[src/rtl/edge_event_arbiter.sv]
// ---------------------------------------------------------------------------
// edge_event_arbiter
//
// Multi-channel edge-event scheduler. Watches CHANNELS synchronous lines,
// latches every detected edge as a pending event and serialises the pending
// events onto a single valid/ready port using round-robin arbitration.
//
// Build option:
//   EDGE_ARB_FALLING_EN  when defined, falling edges are events as well. Each
//                        channel then keeps separate rise/fall pending bits.
//                        Rise wins over fall inside one channel, and
//                        out_rising reports the polarity. When undefined,
//                        only rising edges are seen and out_rising is
//                        constant 1.
//
// Parameters:
//   CHANNELS  number of monitored lines (2..16)
//   IDX_W     channel index width, 2**IDX_W >= CHANNELS
//
// Ports:
//   in_clock          clock, all logic on the rising edge
//   in_reset          synchronous active-high reset
//   in_signal         monitored lines (synchronous to in_clock)
//   in_ready          consumer accepts the presented event this cycle
//   in_clear_overrun  clears every sticky overrun bit
//   out_valid         an event is presented on out_channel/out_rising
//   out_channel       channel that owns the presented event
//   out_rising        1 = rising-edge event, 0 = falling-edge event
//   out_pending       per-channel latched events not yet issued
//   out_overrun       sticky per-channel flag: an edge was lost because the
//                     same event was already pending
// ---------------------------------------------------------------------------
module edge_event_arbiter #(
  parameter int CHANNELS = 4,
  parameter int IDX_W    = 2
) (
  input  logic                in_clock,
  input  logic                in_reset,
  input  logic [CHANNELS-1:0] in_signal,
  input  logic                in_ready,
  input  logic                in_clear_overrun,
  output logic                out_valid,
  output logic [IDX_W-1:0]    out_channel,
  output logic                out_rising,
  output logic [CHANNELS-1:0] out_pending,
  output logic [CHANNELS-1:0] out_overrun
);

  localparam logic [0:0]       ST_IDLE   = 1'b0;
  localparam logic [0:0]       ST_VALID  = 1'b1;
  // The pointer holds the last granted channel. Starting at the top channel
  // makes channel 0 the first candidate after reset.
  localparam logic [IDX_W-1:0] PTR_RESET = IDX_W'(CHANNELS - 1);

  generate
    if (CHANNELS < 2 || CHANNELS > 16) begin : g_bad_channels
      $error("edge_event_arbiter: CHANNELS must be in 2..16");
    end
    if ((1 << IDX_W) < CHANNELS) begin : g_bad_idx_w
      $error("edge_event_arbiter: IDX_W too small for CHANNELS");
    end
  endgenerate

  // -------------------------------------------------------------------------
  // State
  // -------------------------------------------------------------------------
  logic [CHANNELS-1:0] prev_reg;
  logic [CHANNELS-1:0] pend_rise_reg;
  logic [CHANNELS-1:0] pend_rise_next;
  logic [CHANNELS-1:0] overrun_reg;
  logic [CHANNELS-1:0] overrun_next;
  logic [0:0]          state_reg;
  logic [0:0]          state_next;
  logic [IDX_W-1:0]    ptr_reg;
  logic [IDX_W-1:0]    ptr_next;
  logic [IDX_W-1:0]    channel_reg;
  logic [IDX_W-1:0]    channel_next;
`ifdef EDGE_ARB_FALLING_EN
  logic [CHANNELS-1:0] pend_fall_reg;
  logic [CHANNELS-1:0] pend_fall_next;
  logic                rising_reg;
  logic                rising_next;
`endif

  // -------------------------------------------------------------------------
  // Combinational helpers
  // -------------------------------------------------------------------------
  logic [CHANNELS-1:0] rise_evt;
  logic [CHANNELS-1:0] req;
  logic [CHANNELS-1:0] overrun_set;
  logic [CHANNELS-1:0] grant_sel;
  logic [CHANNELS-1:0] grant_onehot;
  logic [CHANNELS-1:0] clr_rise;
`ifdef EDGE_ARB_FALLING_EN
  logic [CHANNELS-1:0] fall_evt;
  logic [CHANNELS-1:0] clr_fall;
  logic                grant_rise;
`endif

  logic                hi_found;
  logic                lo_found;
  logic [IDX_W-1:0]    hi_idx;
  logic [IDX_W-1:0]    lo_idx;
  logic                grant_found;
  logic [IDX_W-1:0]    grant_idx;
  logic                slot_free;
  logic                do_grant;

  // The output slot can take a new event when nothing is presented or the
  // presented one is being accepted in this very cycle (back-to-back issue).
  assign slot_free = (state_reg == ST_IDLE) || in_ready;
  assign do_grant  = slot_free && grant_found;

`ifdef EDGE_ARB_FALLING_EN
  // Within the granted channel a pending rise is served before a fall.
  assign grant_rise = |(grant_sel & pend_rise_reg);
`endif

  // -------------------------------------------------------------------------
  // Per-channel edge detection and pending/overrun bookkeeping
  // -------------------------------------------------------------------------
  genvar gi;
  generate
    for (gi = 0; gi < CHANNELS; gi++) begin : g_chan
      assign rise_evt[gi]     = in_signal[gi] & ~prev_reg[gi];
      assign grant_sel[gi]    = (grant_idx == IDX_W'(gi));
      assign grant_onehot[gi] = do_grant & grant_sel[gi];

`ifdef EDGE_ARB_FALLING_EN
      assign fall_evt[gi] = ~in_signal[gi] & prev_reg[gi];
      assign clr_rise[gi] = grant_onehot[gi] & grant_rise;
      assign clr_fall[gi] = grant_onehot[gi] & ~grant_rise;
      assign req[gi]      = pend_rise_reg[gi] | pend_fall_reg[gi];

      assign pend_fall_next[gi] = fall_evt[gi] |
                                  (pend_fall_reg[gi] & ~clr_fall[gi]);

      // An edge is lost only if its bit stays pending; an edge arriving in
      // the cycle its own bit is granted simply re-arms that bit.
      assign overrun_set[gi] = (rise_evt[gi] & pend_rise_reg[gi] & ~clr_rise[gi]) |
                               (fall_evt[gi] & pend_fall_reg[gi] & ~clr_fall[gi]);
`else
      assign clr_rise[gi]    = grant_onehot[gi];
      assign req[gi]         = pend_rise_reg[gi];
      assign overrun_set[gi] = rise_evt[gi] & pend_rise_reg[gi] & ~clr_rise[gi];
`endif

      assign pend_rise_next[gi] = rise_evt[gi] |
                                  (pend_rise_reg[gi] & ~clr_rise[gi]);

      // A new overrun in the same cycle as a clear request wins.
      assign overrun_next[gi] = overrun_set[gi] |
                                (overrun_reg[gi] & ~in_clear_overrun);
    end
  endgenerate

  // -------------------------------------------------------------------------
  // Round-robin search: the first requesting channel strictly above the
  // pointer wins; otherwise the lowest requester at or below it (wrap).
  // Descending loops let the lowest matching index be the last assignment.
  // -------------------------------------------------------------------------
  always_comb begin
    hi_found = 1'b0;
    lo_found = 1'b0;
    hi_idx   = '0;
    lo_idx   = '0;
    for (int c = CHANNELS - 1; c >= 0; c--) begin
      if (req[c]) begin
        if (c > int'(ptr_reg)) begin
          hi_found = 1'b1;
          hi_idx   = IDX_W'(c);
        end else begin
          lo_found = 1'b1;
          lo_idx   = IDX_W'(c);
        end
      end
    end
    grant_found = hi_found | lo_found;
    grant_idx   = hi_found ? hi_idx : lo_idx;
  end

  // -------------------------------------------------------------------------
  // Output FSM
  // -------------------------------------------------------------------------
  always_comb begin
    state_next   = state_reg;
    ptr_next     = ptr_reg;
    channel_next = channel_reg;
`ifdef EDGE_ARB_FALLING_EN
    rising_next  = rising_reg;
`endif
    case (state_reg)
      ST_IDLE: begin
        if (do_grant) begin
          state_next   = ST_VALID;
          ptr_next     = grant_idx;
          channel_next = grant_idx;
`ifdef EDGE_ARB_FALLING_EN
          rising_next  = grant_rise;
`endif
        end
      end
      ST_VALID: begin
        // Presented event is held stable until accepted.
        if (in_ready) begin
          if (do_grant) begin
            ptr_next     = grant_idx;
            channel_next = grant_idx;
`ifdef EDGE_ARB_FALLING_EN
            rising_next  = grant_rise;
`endif
          end else begin
            state_next = ST_IDLE;
          end
        end
      end
      default: begin
        state_next = ST_IDLE;
      end
    endcase
  end

  // -------------------------------------------------------------------------
  // Registers
  // -------------------------------------------------------------------------
  always_ff @(posedge in_clock) begin
    // Sampling the lines during reset means a line already high (or low)
    // at release produces no spurious edge.
    prev_reg <= in_signal;
    if (in_reset) begin
      state_reg     <= ST_IDLE;
      ptr_reg       <= PTR_RESET;
      channel_reg   <= '0;
      pend_rise_reg <= '0;
      overrun_reg   <= '0;
`ifdef EDGE_ARB_FALLING_EN
      pend_fall_reg <= '0;
      rising_reg    <= 1'b1;
`endif
    end else begin
      state_reg     <= state_next;
      ptr_reg       <= ptr_next;
      channel_reg   <= channel_next;
      pend_rise_reg <= pend_rise_next;
      overrun_reg   <= overrun_next;
`ifdef EDGE_ARB_FALLING_EN
      pend_fall_reg <= pend_fall_next;
      rising_reg    <= rising_next;
`endif
    end
  end

  // -------------------------------------------------------------------------
  // Outputs
  // -------------------------------------------------------------------------
  assign out_valid   = (state_reg == ST_VALID);
  assign out_channel = channel_reg;
  assign out_pending = req;
  assign out_overrun = overrun_reg;
`ifdef EDGE_ARB_FALLING_EN
  assign out_rising  = rising_reg;
`else
  assign out_rising  = 1'b1;
`endif

endmodule

[config.mk]
export PLATFORM = sky130hd
export DESIGN_NAME = edge_event_arbiter
export DESIGN_NICKNAME = d
export VERILOG_FILES = /design/src/rtl/edge_event_arbiter.sv
export SDC_FILE = /design/constraint.sdc
export NUM_CORES = 1
export LEC_CHECK = 0
export CORE_UTILIZATION = 46
export DETAILED_ROUTE_END_ITERATION = 10
export PLACE_DENSITY = 0.76
export SLEW_MARGIN = 20
export SYNTH_ARGS = -nofsm -noshare
export SYNTH_HDL_FRONTEND = slang
export SYNTH_SLANG_ARGS = --single-unit
export TNS_END_PERCENT = 1
[constraint.sdc]
create_clock -name in_clock -period 1.6 [get_ports in_clock]
set_input_delay 0.32 -clock in_clock [delete_from_list [all_inputs] [get_ports in_clock]]
set_output_delay 0.32 -clock in_clock [all_outputs]
set_load 0.05 [all_outputs]
Run 1, met1 routing:
The bar under the picture is 10 um long. Supply wires on this layer in grey.
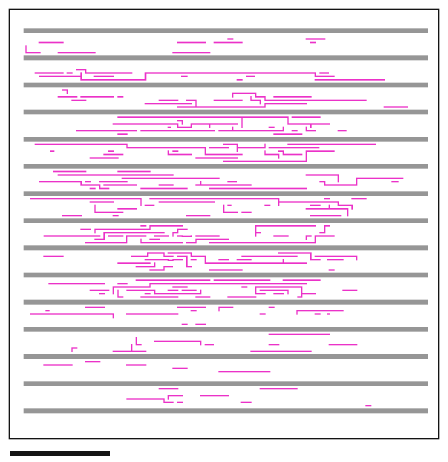
main direction: horizontal
wire length on this layer: 707 um
met1 usage: 25.3%
DR vias: 697
routed wire length: 1.56 mm

Run 1, congestion heat map:
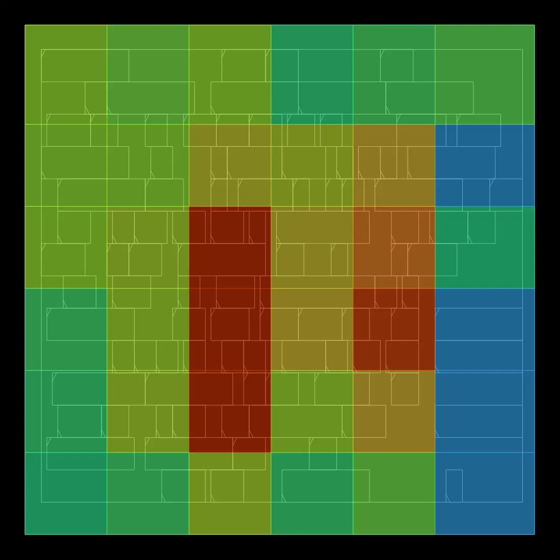
met2 usage: 30.0%
GR peak layer: met2
M3 GR Usage: 6.38%
post-DR wirelength/cell: 13.1 um

Run 1, floorplan with the power grid:
Pins as bars on the die edge.
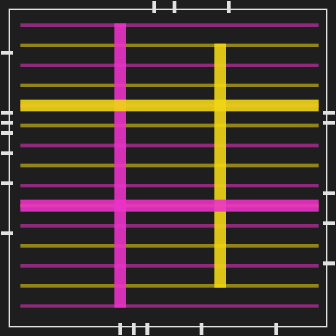
legend:
  magenta:
    net: VSS
  yellow:
    net: VDD
met5 straps: 2
met4 straps: 2
rows: 14
signal pins: 20

==> impl_metrics.tcl, run 1 <==
# place-and-route summary
set metrics [dict create \
    synth.logic.top_family "AND-OR/OR-AND gates" \
    xor_area_share_pct 0 \
    synthesis.area_um2 768 \
    antenna_left 0 \
    ff_count 17 \
    bufAreaShareNonClock_pct 21.9 \
    critPathMaxFanout 10 \
    r2r_start "out_pending[1]" \
    rrSetupSlack_ns 0.13 \
    htreeDepth 1 \
    cts_buffers 3 \
    num_antenna_cells 0 \
    ys_cells 81 \
    period_needed_ns 1.47 \
    hold_start "out_channel[1]" \
    grtUsageTotal_pct 20.4 \
    drtIter0Drc 9 \
    fin_tns_setup_ns 0 \
    min_to "out_channel[1]" \
    non_clock_buffer_count 21 \
    cts_setup_buffers 0 \
    cts.sinks 17 \
    hpwl_mm 1.17 \
    taps 16 \
    arrival_ns 1.64 \
    chip_area_mm2 0.00184 \
    crit_path_end_kind "flop" \
    ys.flops 17 \
    top_power_group "registers" \
    nets 112 \
    vdd.ir_drop.worst_uv 857 \
    finClkSkew_ns 0.00503 \
    coreArea_mm2 0.00154 \
    postSynthSeqShare_pct 44.3 \
    cts-root-buf "clkbuf_4" \
    warnings 26 \
    cts_tree "built" \
    p_seq_mw 0.511 \
    hold_viol_final 0 \
    report.final.slew_viol_count 0 \
    final-clk-cell-share_pct 2.55 \
    layout.area.comb_um2 409 \
    p_int_mw 0.726 \
    ios 20 \
    remaining_drc_errors 0 \
    holdPathStages 2 \
    logic_gates 60 \
    clkPwrFrac_pct 19.8 \
    area_delta_synth_final_pct 33.9 \
    die_h_um 42.9 \
    grt-ovfl-total 0 \
    switching_share_pct 35.4 \
    ys_sh_adder_pct 0 \
    path_class "flop to flop" \
    flop_area_um2 344 \
    mux_area_share_pct 0 \
    met3_wirelength_um 63 \
    route.met2.wl_um 751 \
    comb_area_share_pct 39.8 \
    grt_start_max_net_pins 11 \
    total_power_mw 1.12 \
    p_per_area_mw_per_mm2 1090 \
    gp_congestion 0.873 \
    initCoreUtil_pct 49.8 \
    cap_violations 0 \
    holdWs_ns 0.475 \
    largest_class "multi-input combinational cells" \
    mostFrequentLayoutCells "dfxtp_1 (14), buf_4 (10), a21oi_1 (9)" \
    cts_hold_buffers 0 \
    grt_pass1_wl_mm 2.70 \
    run_status "finished, final reports clean" \
    cts_max_path_buffers 2 \
    powerClk_mw 0.223 \
    viasPerCell 5.86 \
    reg2reg_depth 4 \
    synth_cells 81 \
    yosysWarnings 0 \
    fmax_mhz 679 \
    comb-power_mw 0.389 \
    portBuffers 18 \
    first_pass_iters 4 \
    cts.reportedPaths.clkPinSlew_ns 0.09 \
    rr_endpoint "out_overrun[2]" \
    p_seq_share_pct 45.5 \
    p_sw_mw 0.398 \
    hp-class "flop to flop" \
    ys_area_um2 768 \
    drive_above_1_share_pct 28.2 \
    simple_gate_share_pct 23.9 \
    fillers 140 \
    fin_crit_sh_pct 92.1 \
    n_all_inverters 1 \
    nClkBuffers 4 \
    mostFrequentLayoutCell "dfxtp_1" \
    die_w_um 42.9 \
    p_leak_nw 0.390 \
]
## run 1: synth_stat cells
cell / count / area (um^2)
dfxtp_1: 17 / 340
a21oi_1: 9 / 45.0
nor2_1: 6 / 22.5
nand2b_1: 5 / 31.3
a211oi_1: 4 / 30.0
a32oi_1: 4 / 35.0
nor2b_1: 4 / 25.0
nor3_1: 4 / 20.0
o21ai_0: 4 / 20.0
nand2_1: 3 / 11.3
a211oi_2: 2 / 25.0
a31oi_1: 2 / 12.5
clkbuf_1: 2 / 7.51
a21bo_1: 1 / 10.0
a21o_1: 1 / 7.51
a311o_1: 1 / 10.0
a311oi_4: 1 / 26.3
and2_4: 1 / 8.76
and3_1: 1 / 6.26
buf_4: 1 / 7.51
conb_1: 1 / 3.75
inv_1: 1 / 3.75
nand2_4: 1 / 11.3
nand3_1: 1 / 5.00
nor3_2: 1 / 10.0
nor3b_2: 1 / 12.5
or2_4: 1 / 8.76
or4_4: 1 / 11.3
## run 1: how the worst max path moves through the flow
stage | endpoint | cells past startpoint | start | slack, ns
2_1_floorplan | out_pending[2] | 4 | out_pending[0] | 0.01
3_3_place_gp | out_overrun[2] | 5 | in_reset | 0.08
3_5_place_dp | out_overrun[3] | 5 | in_ready | 0.06
4_1_cts | out_overrun[3] | 4 | out_pending[1] | 0.13
5_1_grt | out_pending[3] | 4 | out_pending[1] | 0.04
6_report | out_overrun[2] | 4 | out_pending[1] | 0.13
## run 1: stage by stage
stage	worst slack (ns)	cell area (um^2)	std cells
after detailed placement	0.0578	1000	115
after CTS	0.127	1030	119
after global routing	0.0362	1030	119
after global placement	0.0839	1000	115
after floorplan	0.0138	772	81
final	0.126	1030	119
## run 1: critical path: stages, from the launching register on
cell      delay [ns]
dfxtp_2         0.39
or2_4           0.28
a311o_1         0.41
a211oi_1        0.19
a21oi_1         0.09
==> run 2: changes to the inputs <==
--- a/config.mk
+++ b/config.mk
@@ -7,7 +7,9 @@
 export LEC_CHECK = 0
 export CORE_UTILIZATION = 46
 export DETAILED_ROUTE_END_ITERATION = 10
+export HOLD_SLACK_MARGIN = 0.06
 export PLACE_DENSITY = 0.76
+export SKIP_LAST_GASP = 1
 export SLEW_MARGIN = 20
 export SYNTH_ARGS = -nofsm -noshare
 export SYNTH_HDL_FRONTEND = slang
==> constraint.sdc (replaced) <==
create_clock -name in_clock -period 1.6 [get_ports in_clock]
set_input_delay 0.32 -clock in_clock [delete_from_list [all_inputs] [get_ports in_clock]]
set_output_delay 0.32 -clock in_clock [all_outputs]
set_load 0.1 [all_outputs]
==> impl_metrics.tcl, run 2 <==
# place-and-route summary
set metrics [dict create \
    crit_required_ns 1.77 \
    cts.reportedPaths.clkPinSlew_ns 0.09 \
    cts_buffers 3 \
    r2r_start "out_pending[1]" \
    finClkSkew_ns 0.00220 \
    die_w_um 42.9 \
    coreArea_mm2 0.00154 \
    cap_violations 0 \
    warnings 26 \
    ys.flops 17 \
    hold_viol_final 0 \
    pre_cts_slack_ns 0.0635 \
    ys_async_sr_fraction_pct 0 \
    reg2reg_depth 4 \
    common_cells "dfxtp_1 (17), a21oi_1 (9), nor2_1 (6), nand2b_1 (5)" \
    synthTopCellsByArea "dfxtp_1 (44%), a21oi_1 (5.9%), a32oi_1 (4.6%), nand2b_1 (4.1%), a211oi_1 (3.9%)" \
    wirelength_mm 1.60 \
    area_delta_synth_final_pct 46.6 \
    final_util_pct 73.1 \
    rsz0062_at_grt "false" \
    grt_pass1_wl_mm 2.82 \
    fin_tns_setup_ns 0 \
    ff_type "dfxtp_1" \
    startpoint_type "flop" \
    portBuffers 18 \
    num_rows 14 \
    wl_per_cell_um 13.5 \
    grt-ovfl-total 0 \
    first_pass_iters 4 \
    postSynthSeqShare_pct 44.3 \
    cts_max_path_buffers 2 \
    fin_ws_ns 0.128 \
    edf_count 0 \
    post_cts_resized 0 \
    ios 20 \
    grt_pass1_vias 637 \
    p_leak_nw 0.412 \
    cts-root-buf "clkbuf_4" \
    rrSetupSlack_ns 0.13 \
    mostFrequentLayoutCells "dfxtp_1 (12), buf_12 (11), a21oi_1 (9)" \
    timing.critical_path.to "out_overrun[2]" \
    flop_area_um2 354 \
    htreeDepth 1 \
    hp-class "primary input to flop" \
    ys_area_um2 768 \
    initCoreUtil_pct 49.8 \
    yosysTopAreaCellShare_pct 44.3 \
    fmax_mhz 679 \
    postSynthNetCount 89 \
    grt_start_max_net_pins 11 \
    rr_endpoint "out_overrun[2]" \
    clk_latency_ns 0.28 \
    mostFrequentLayoutCell "dfxtp_1" \
    period_needed_ns 1.47 \
    run_status "finished, final reports clean" \
    remaining_drc_errors 0 \
    die_h_um 42.9 \
    cts_hold_buffers 0 \
    chip_area_mm2 0.00184 \
    cts_tree "built" \
    cts_setup_buffers 0 \
    gp_congestion 0.794 \
    critPathMaxFanout 10 \
    grtUsageTotal_pct 20.7 \
    drive_above_1_share_pct 30.1 \
    synthesis.area_um2 768 \
    hpwl_mm 1.21 \
    layout.area.comb_um2 409 \
    path_class "flop to flop" \
    drtIter0Drc 16 \
    nets 112 \
    holdPathStages 1 \
    synth.avg_cell_area_um2 9.48 \
    crit_path_end_kind "flop" \
    p_per_area_mw_per_mm2 1120 \
    ys_cells 81 \
    num_antenna_cells 0 \
    vdd.ir_drop.worst_uv 747 \
    arrival_ns 1.64 \
    setup_viol 0 \
    startpoint "out_pending[1]" \
    report.final.slew_viol_count 0 \
    fillers 117 \
    synth_cells 81 \
    antenna_left 0 \
    fin_crit_sh_pct 92.0 \
    vias 676 \
    cts.sinks 17 \
    synth.distinct_cells 28 \
    synth_top_cell_by_count "dfxtp_1" \
    yosysWarnings 0 \
    top_area_cell "dfxtp_1" \
    antenna_found_initial 0 \
    viasPerCell 5.68 \
]
-- run 2: cell counts after synthesis --
Identical to the previous run, type by type.
-- run 2: metal layers --
metal  track usage (%)  vias up  wire length (um)
li1                  -      344                 -
met1              25.1      314               751
met2              35.2       14               784
met3              3.83        4                46
met4              9.38        0                20
met5                 0        -                 0
-- run 2: cells by family after synthesis --
kind of cell | synth area share, %
and+or+nand+nor | 23.9
AOI/OAI and AO/OA | 28.8
DFF | 44.3
buffers and inverters | 2.44
other | 0.488
-- run 2: area by class of cell --
cell class | instances | share of cell area [%]
multi-input cells | 60 | 36.3
flip-flops and latches | 17 | 31.4
repair buffers | 21 | 27.8
clock buffers | 4 | 2.33
well taps | 16 | 1.78
inverters | 1 | 0.333
-- run 2: worst min path at each step --
stage                              start             end  slack [ns]
after floorplan             in_signal[0]     prev_reg[0]        0.35
after global placement    out_channel[1]  out_channel[1]        0.49
after detailed placement  out_channel[1]  out_channel[1]        0.52
after CTS                   in_signal[1]     prev_reg[1]        0.49
after global routing        in_signal[0]     prev_reg[0]        0.48
final                       in_signal[1]     prev_reg[1]        0.49
-- run 2: where the power goes --
group	switching (mW)	internal [mW]	leakage (nW)
combinational	0.311	0.199	0.254
sequential	0.0596	0.464	0.143
clock	0.126	0.0967	0.0150
-- run 2: critical path, stage by stage (launching register included) --
cell	delay, ns
dfxtp_4	0.40
or2_4	0.27
a311o_1	0.40
a211oi_1	0.20
a21oi_1	0.09
-- run 2: per-stage QoR --
step	instance area, um^2	cells	power [mW]	hold WS, ns
finish	1130	119	1.26	0.488
global route	1130	119	1.33	0.481
CTS	1130	119	1.26	0.487
detailed placement	1100	115	1.04	0.518
global placement	1100	115	1.03	0.492
floorplan	782	81	0.876	0.348
Run 2, logic cells by family:
The bar under the picture is 10 um long.
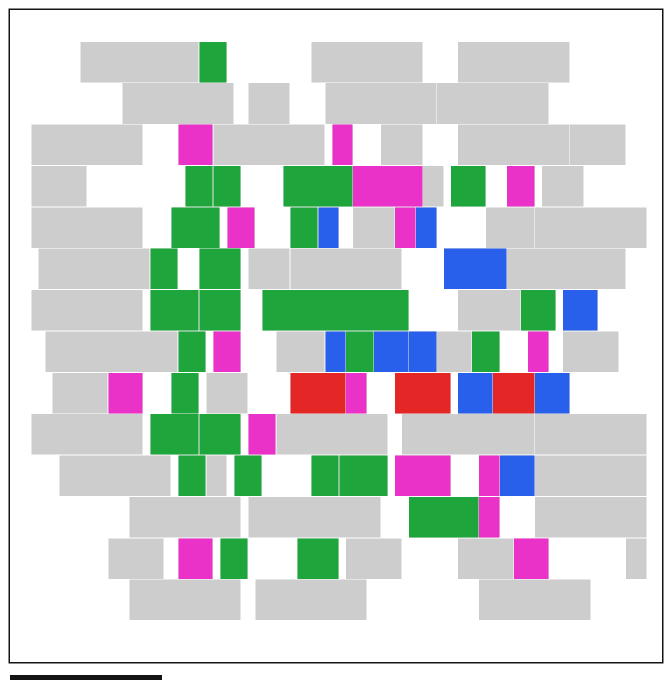
legend:
  red:
    family: AND-OR and OR-AND gates
    cells: 3
  green:
    family: inverting AOI/OAI gates
    cells: 26
    most_used: a21oi_1
  blue:
    family: NAND gates
    cells: 10
    most_used: nand2b_1
  magenta:
    family: NOR gates
    cells: 16
    most_used: nor2_1

==> run 3: changes to the inputs <==
==> constraint.sdc (replaced) <==
create_clock -name in_clock -period 1.6 [get_ports in_clock]
set_input_delay 0.4 -clock in_clock [delete_from_list [all_inputs] [get_ports in_clock]]
set_output_delay 0.4 -clock in_clock [all_outputs]
set_load 0.1 [all_outputs]
==> impl_metrics.tcl, run 3 <==
# place-and-route summary
set metrics [dict create \
    logic_gates 60 \
    grt_pass1_vias 648 \
    die_w_um 42.9 \
    warnings 26 \
    clk_latency_ns 0.29 \
    path_class "flop to flop" \
    nClkBuffers 4 \
    cts.sinks 17 \
    timing.critical_path.to "out_channel[1]" \
    p_per_area_mw_per_mm2 1130 \
    xor_area_share_pct 0 \
    antenna_found_initial 0 \
    rrSetupSlack_ns 0.09 \
    setup_viol 0 \
    area_delta_synth_final_pct 46.6 \
    cap_violations 0 \
    crit_required_ns 1.81 \
    seq_share_pct 31.4 \
    cts.reportedPaths.clkPinSlew_ns 0.10 \
    non_clock_buffer_count 21 \
    viasPerCell 6.06 \
    p_seq_share_pct 41.2 \
    synth.distinct_cells 28 \
    num_rows 14 \
    report.final.slew_viol_count 0 \
    simple_gate_share_pct 23.9 \
    rsz0062_at_grt "false" \
    finClkSkew_ns 0.00411 \
    flop_area_um2 354 \
    htreeDepth 1 \
    mostFrequentLayoutCell "dfxtp_1" \
    run_status "finished, final reports clean" \
    ff_type "dfxtp_1" \
    post_cts_resized 0 \
    power_frac_comb_pct 40.5 \
    mostFrequentLayoutCells "dfxtp_1 (12), buf_12 (11), a21oi_1 (9)" \
    synth_cells 81 \
    taps 16 \
    hpwl_mm 1.31 \
    postSynthSeqShare_pct 44.3 \
    arrival_ns 1.72 \
    top_area_cell "dfxtp_1" \
    ios 20 \
    clkPwrFrac_pct 18.2 \
    n_all_inverters 1 \
    hold_viol_final 0 \
    ff_count 17 \
    yosysWarnings 0 \
    edf_count 0 \
    pre_cts_slack_ns -0.0173 \
    die_h_um 42.9 \
    aoi_share_pct 28.8 \
    grt_pass1_wl_mm 2.83 \
    period_needed_ns 1.51 \
    synth.avg_cell_area_um2 9.48 \
    fillers 118 \
    yosysTopAreaCellShare_pct 44.3 \
    ys.flops 17 \
    initCoreUtil_pct 49.8 \
    final-clk-cell-share_pct 2.33 \
    fin_crit_sh_pct 94.2 \
    layout.area.comb_um2 409 \
    startpoint "out_pending[1]" \
    drtIter0Drc 16 \
    synthesis.area_um2 768 \
    coreArea_mm2 0.00154 \
    ys_async_sr_fraction_pct 0 \
    ys_cells 81 \
    first_pass_iters 4 \
    nets 112 \
    switching_share_pct 40.2 \
    fin_ws_ns 0.0925 \
    vias 721 \
    comb_area_share_pct 36.3 \
    wirelength_mm 1.75 \
    cts_max_path_buffers 2 \
    synth.logic.top_family "AND-OR/OR-AND gates" \
    fmax_mhz 663 \
    common_cells "dfxtp_1 (17), a21oi_1 (9), nor2_1 (6), nand2b_1 (5)" \
    hp-class "flop to flop" \
    vdd.ir_drop.worst_uv 760 \
    largest_class "multi-input combinational cells" \
    bufAreaShareNonClock_pct 27.8 \
    p_leak_nw 0.412 \
    cts_buffers 3 \
    num_antenna_cells 0 \
    synth_top_cell_by_count "dfxtp_1" \
    cts_hold_buffers 0 \
    postSynthNetCount 89 \
    remaining_drc_errors 0 \
    chip_area_mm2 0.00184 \
    startpoint_type "flop" \
    antenna_left 0 \
    ys_area_um2 768 \
    fin_tns_setup_ns 0 \
    r2r_start "out_pending[1]" \
    grt-ovfl-total 0 \
    rr_endpoint "out_channel[1]" \
    cts_setup_buffers 0 \
    grt_start_max_net_pins 11 \
    drive_above_1_share_pct 30.1 \
    reg2reg_depth 4 \
    wl_per_cell_um 14.7 \
    p_sw_mw 0.510 \
    cts_tree "built" \
    portBuffers 18 \
    synthTopCellsByArea "dfxtp_1 (44%), a21oi_1 (5.9%), a32oi_1 (4.6%), nand2b_1 (4.1%), a211oi_1 (3.9%)" \
    mux_area_share_pct 0 \
    cts-root-buf "clkbuf_4" \
    gp_congestion 0.810 \
]
## run 3: cell counts in the layout (fill, tap and decap cells not counted)
Identical to the previous run, type by type.
## run 3: power by group through the flow
stage | sequential, mW | clock (mW) | combinational, mW
global route | 0.532 | 0.253 | 0.539
finish | 0.523 | 0.232 | 0.515
CTS | 0.523 | 0.235 | 0.515
global placement | 0.530 | 0 | 0.503
floorplan | 0.677 | 0 | 0.199
detailed placement | 0.533 | 0 | 0.514
## run 3: worst min path at each step
stage / cells past startpoint / startpoint / to
floorplan: 0 / in_signal[0] / prev_reg[0]
global placement: 2 / out_channel[1] / out_channel[1]
detailed placement: 2 / out_channel[1] / out_channel[1]
CTS: 2 / out_channel[1] / out_channel[1]
global route: 1 / in_signal[2] / prev_reg[2]
finish: 2 / out_channel[1] / out_channel[1]
## run 3: metal layers
metal	GRT usage [%]	wire length, um	share of wire [%]	vias to the layer above
li1	-	-	-	349
met1	25.5	742	42	339
met2	35.5	868	50	26
met3	2.55	79	4.5	7
met4	14.4	57	3.3	0
met5	0	0	0	-
## run 3: through the flow
step / power (mW) / hold slack, ns / util, % / cells / cell area [um^2]
2_1_floorplan: 0.876 / 0.428 / - / 81 / 782
3_3_place_gp: 1.03 / 0.495 / 71.3 / 115 / 1100
3_5_place_dp: 1.05 / 0.538 / 71.3 / 115 / 1100
4_1_cts: 1.27 / 0.552 / 73.1 / 119 / 1130
5_1_grt: 1.32 / 0.560 / 73.1 / 119 / 1130
6_report: 1.27 / 0.554 / 73.1 / 119 / 1130
## run 3: critical path: stages (launching register included)
cell and delay, ns:
dfxtp_4 0.40, or2_4 0.27, a311oi_4 0.41, nand2_1 0.15
a21oi_1 0.20
Run 3, congestion heat map:
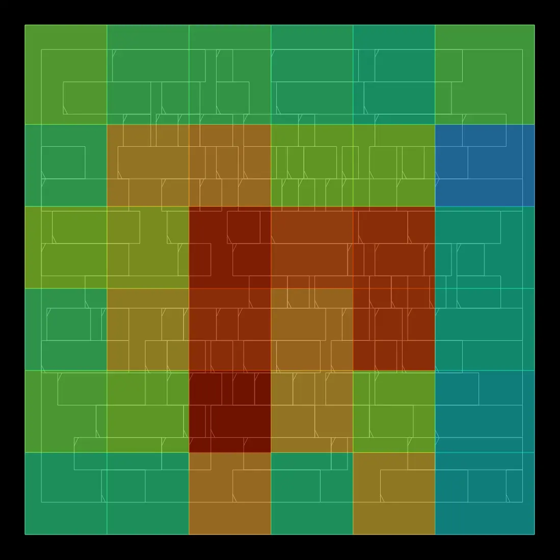
met2 usage: 35.5%
met1 usage: 25.5%
GR Util All Layers: 21.4%
M3 GR Usage: 2.55%


==> notes/layouts.md <==
Pictures saved along the way, in no particular order.

M3 wires.
The bar under the picture is 10 um long. Cells faint in the background.
shot_01.png
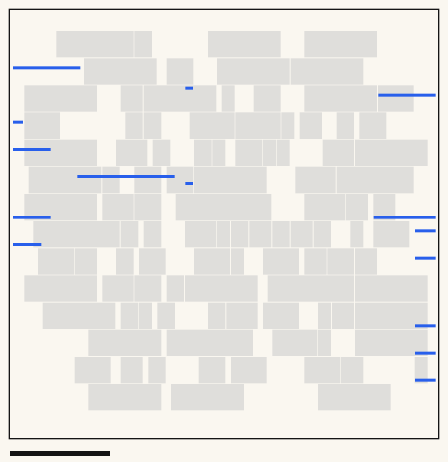
shot_02.png
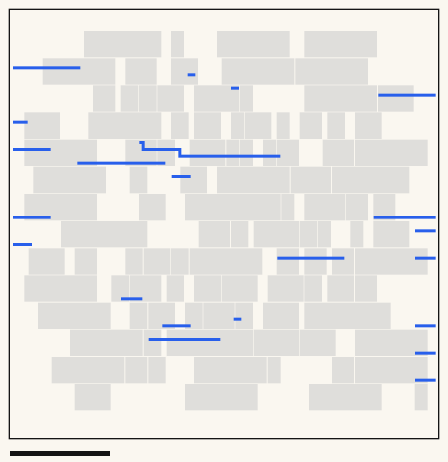
shot_01.png comes from run 2.
shot_02.png comes from run 3.

Key to shot_01.png:
wire length on this layer: 46.6 um
share of all routed wire: 2.9%
nets with wire on the layer: 13
main direction: horizontal

Power is estimated from default activity; no workload was simulated.
